clk_routes.png
The bar under the picture is 200 um long.
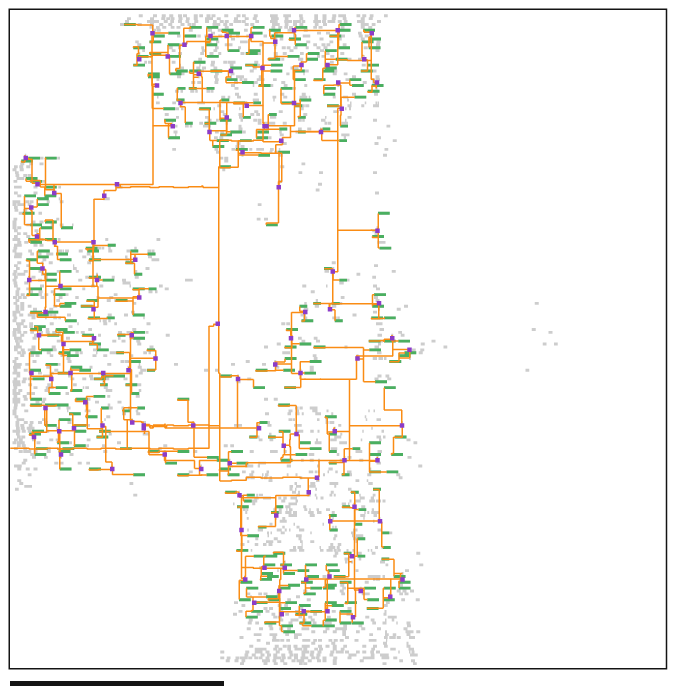
placement_by_type.png
The bar under the picture is 200 um long.
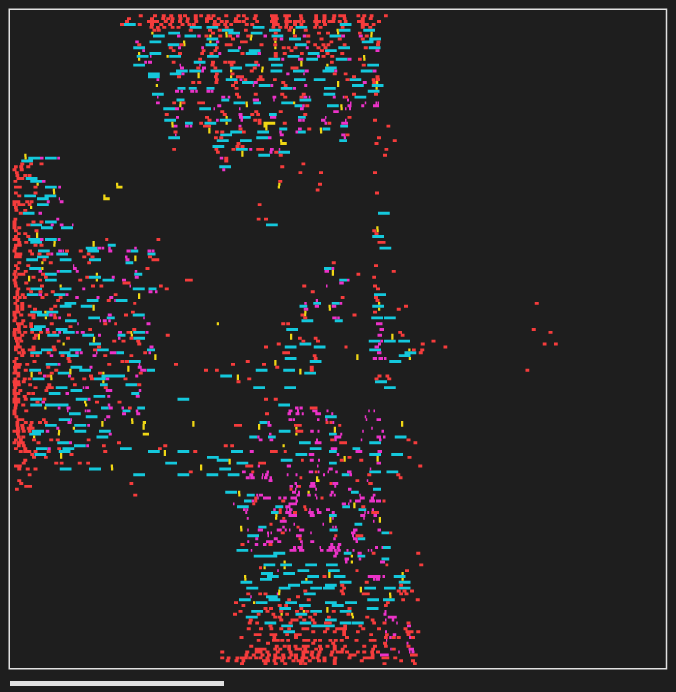
power_grid.png
Pins as bars on the die edge. Tap cells in gray.
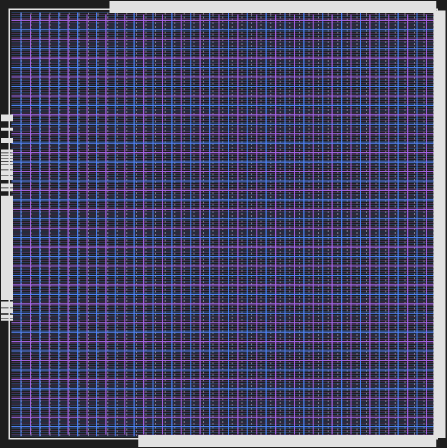
clocks.png
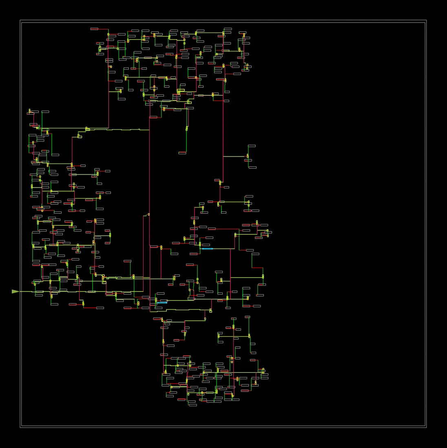
==> config.mk <==
export PLATFORM = sky130hd
export DESIGN_NAME = dma_rd_arb
export DESIGN_NICKNAME = d
export VERILOG_FILES = /design/src/rtl/dma_rd_arb.sv
export SDC_FILE = /design/constraint.sdc
export NUM_CORES = 1
export LEC_CHECK = 0
export CAP_MARGIN = 20
export CORE_AREA = 2 2 612 614
export CTS_BUF_LIST = sky130_fd_sc_hd__clkbuf_2
export CTS_CLUSTER_SIZE = 12
export DETAILED_ROUTE_END_ITERATION = 6
export DIE_AREA = 0 0 614 616
export PLACE_DENSITY_LB_ADDON = 0.12
export SYNTH_ARGS = -nofsm -noshare
export SYNTH_HDL_FRONTEND = slang
export SYNTH_SLANG_ARGS = --single-unit
==> constraint.sdc <==
create_clock -name clk -period 4.1 [get_ports clk]
set_input_delay 0.41 -clock clk [delete_from_list [all_inputs] [get_ports clk]]
set_output_delay 0.41 -clock clk [all_outputs]
set_load 0.005 [all_outputs]
==> impl_metrics.py <==
# Generated from Yosys and OpenROAD reports
metrics = {
    "die": {
        "tapCellCount": 4972,
        "rows": 224,
        "die_x_um": 614,
        "dieArea_sq_mm": 0.378,
        "floorplanUtilization_pct": 5.12,
        "io_pins": 1558,
    },
    "timing": {
        "setup_violations": 0,
        "slew_headroom_pct": 30.7,
        "grt_setup_unrepaired": "no",
        "drv_slew": 0,
        "fin_ws_ps": 317,
        "whs_ps": 244,
    },
    "route": {
        "viasPerCell": 2.05,
        "top_layer_used": "met5",
        "wirelength_met1_um": 44200,
        "postRouteAntennaNets": 0,
    },
    "grt": {
        "grtUsageMet1_pct": 6.42,
        "grt_overflow": 0,
        "grt_pass1_vias": 15800,
        "grt_max_degree": 65,
    },
    "final_layout": {
        "comb_cells": 503,
        "comb-cell-share_pct": 11.7,
        "n_all_inverters": 15,
        "dominant-cell-class": "flip-flops and latches",
        "seq_area_sq_mm": 0.0107,
    },
    "setup_path": {
        "required_ps": 5330,
        "setup.worst_path.start_class": "flop",
        "cp_max_fo": 16,
        "end_kind": "flop",
    },
    "yosys": {
        "ff_type": "edfxtp_1",
        "synth_flops": 376,
        "top_area_share_pct": 49.3,
        "edf_count": 312,
        "yosysWarnings": 0,
        "syn_inst": 1536,
        "yosys_area_sq_mm": 0.0190,
    },
    "power": {
        "p_per_area_mw_per_mm2": 390,
        "pwr-share-seq_pct": 39.5,
        "p_int_w": 0.00787,
    },
    "placed_design": {
        "dpl_cell_area_sq_mm": 0.0252,
        "place_ws_ps": 248,
        "dpl.hpwl_um": 240000,
    },
    "worst_hold_path": {
        "hp-class": "in2reg",
    },
    "clocking": {
        "clkTransAtPathRegs_ps": 100,
        "post_cts_buffers": 0,
        "tritoncts": "built",
    },
    "outcome": {
        "status": "finished clean",
    },
}
About clk_routes.png:
- green: flip-flops (count 376)
- purple: clock drivers (count 118)
- orange: clock wires (length 9870 um)
- routed clock nets: 119
Skew-Pair Late Insertion Delay: 1550 ps
clk pwr: 0.00342 W

About placement_by_type.png:
- yellow: clock drivers and dummy loads (cells 216; share of their area 4.3%)
- magenta: combinational and other logic (cells 518; share of their area 15%)
- red: remaining buffers and delay cells (cells 1047; share of their area 40%)
- cyan: sequential cells (cells 376; share of their area 41%)
Finished Core Util: 8.72%
post-route cell area: 0.0324 sq mm
sequential portion of the cell area: 32.9%

About power_grid.png:
- purple: VDD
- blue: VSS
- met1 rails: 225
- met4 straps: 44
- met5 straps: 44
Worst IR Drop VDD: 209 uV
Die H: 616 um

About clocks.png:
CTS Buf Count: 118
clkbuf count: 170
CTS Sinks: 376
Final Skew: 265 ps
seq_cells: 376

-- power groups by stage --
stage / combinational (W) / clock [W] / sequential [W]
after floorplan: 0.00197 / 0 / 0.00495
after detailed placement: 0.00393 / 0 / 0.00510
final: 0.00422 / 0.00342 / 0.00499
after global routing: 0.00458 / 0.00388 / 0.00505
after CTS: 0.00447 / 0.00376 / 0.00502
after global placement: 0.00395 / 0 / 0.00511
-- cell families after synthesis --
logic type	after synthesis	share of synthesized area [%]
buf+inv	657	24.8
flops	376	56.0
compound gates	226	9.28
simple gates	194	5.21
mux	79	4.44
fa+ha+maj	4	0.263
-- cells in the final DEF (no fill, tap or decap), types with 9 or more instances in the layout --
cell type	Yosys	layout
edfxtp_1	312	312
nor2b_1	28	21
clkdlybuf4s50_1	0	403
buf_4	583	34
diode_2	0	16
nor3_1	9	9
inv_1	15	15
nor2_1	32	32
dfxtp_1	64	62
dlygate4sd3_1	0	597
a211oi_1	44	44
a22oi_1	31	31
a22o_1	46	46
mux2_2	29	29
mux2i_1	45	44
a311o_1	29	29
clkinv_2	0	9
o21ai_0	19	19
buf_12	0	12
a21oi_1	25	25
clkinv_1	0	30
nand2b_1	40	40
nand2_1	60	59
clkbuf_2	0	170
-- timing repair --
| action | in CTS | in global routing |
|---|---|---|
| hold buffers | 597 | 0 |
| setup endpoints to repair | 7 | 0 |
| gates resized | 15 | 0 |
| endpoints found under the hold margin | 508 | 0 |
-- worst max-delay path, stage by stage (launching register included) --
cell and delay [ps]:
dfxtp_2 490, nor2_1 140, a21oi_1 350, mux2_2 400
a221o_1 380, or3b_1 370, and4bb_1 380, a21o_4 280
buf_12 230, buf_12 220, mux2i_1 190
No activity file was given, so power comes from the tool's default toggle rates.
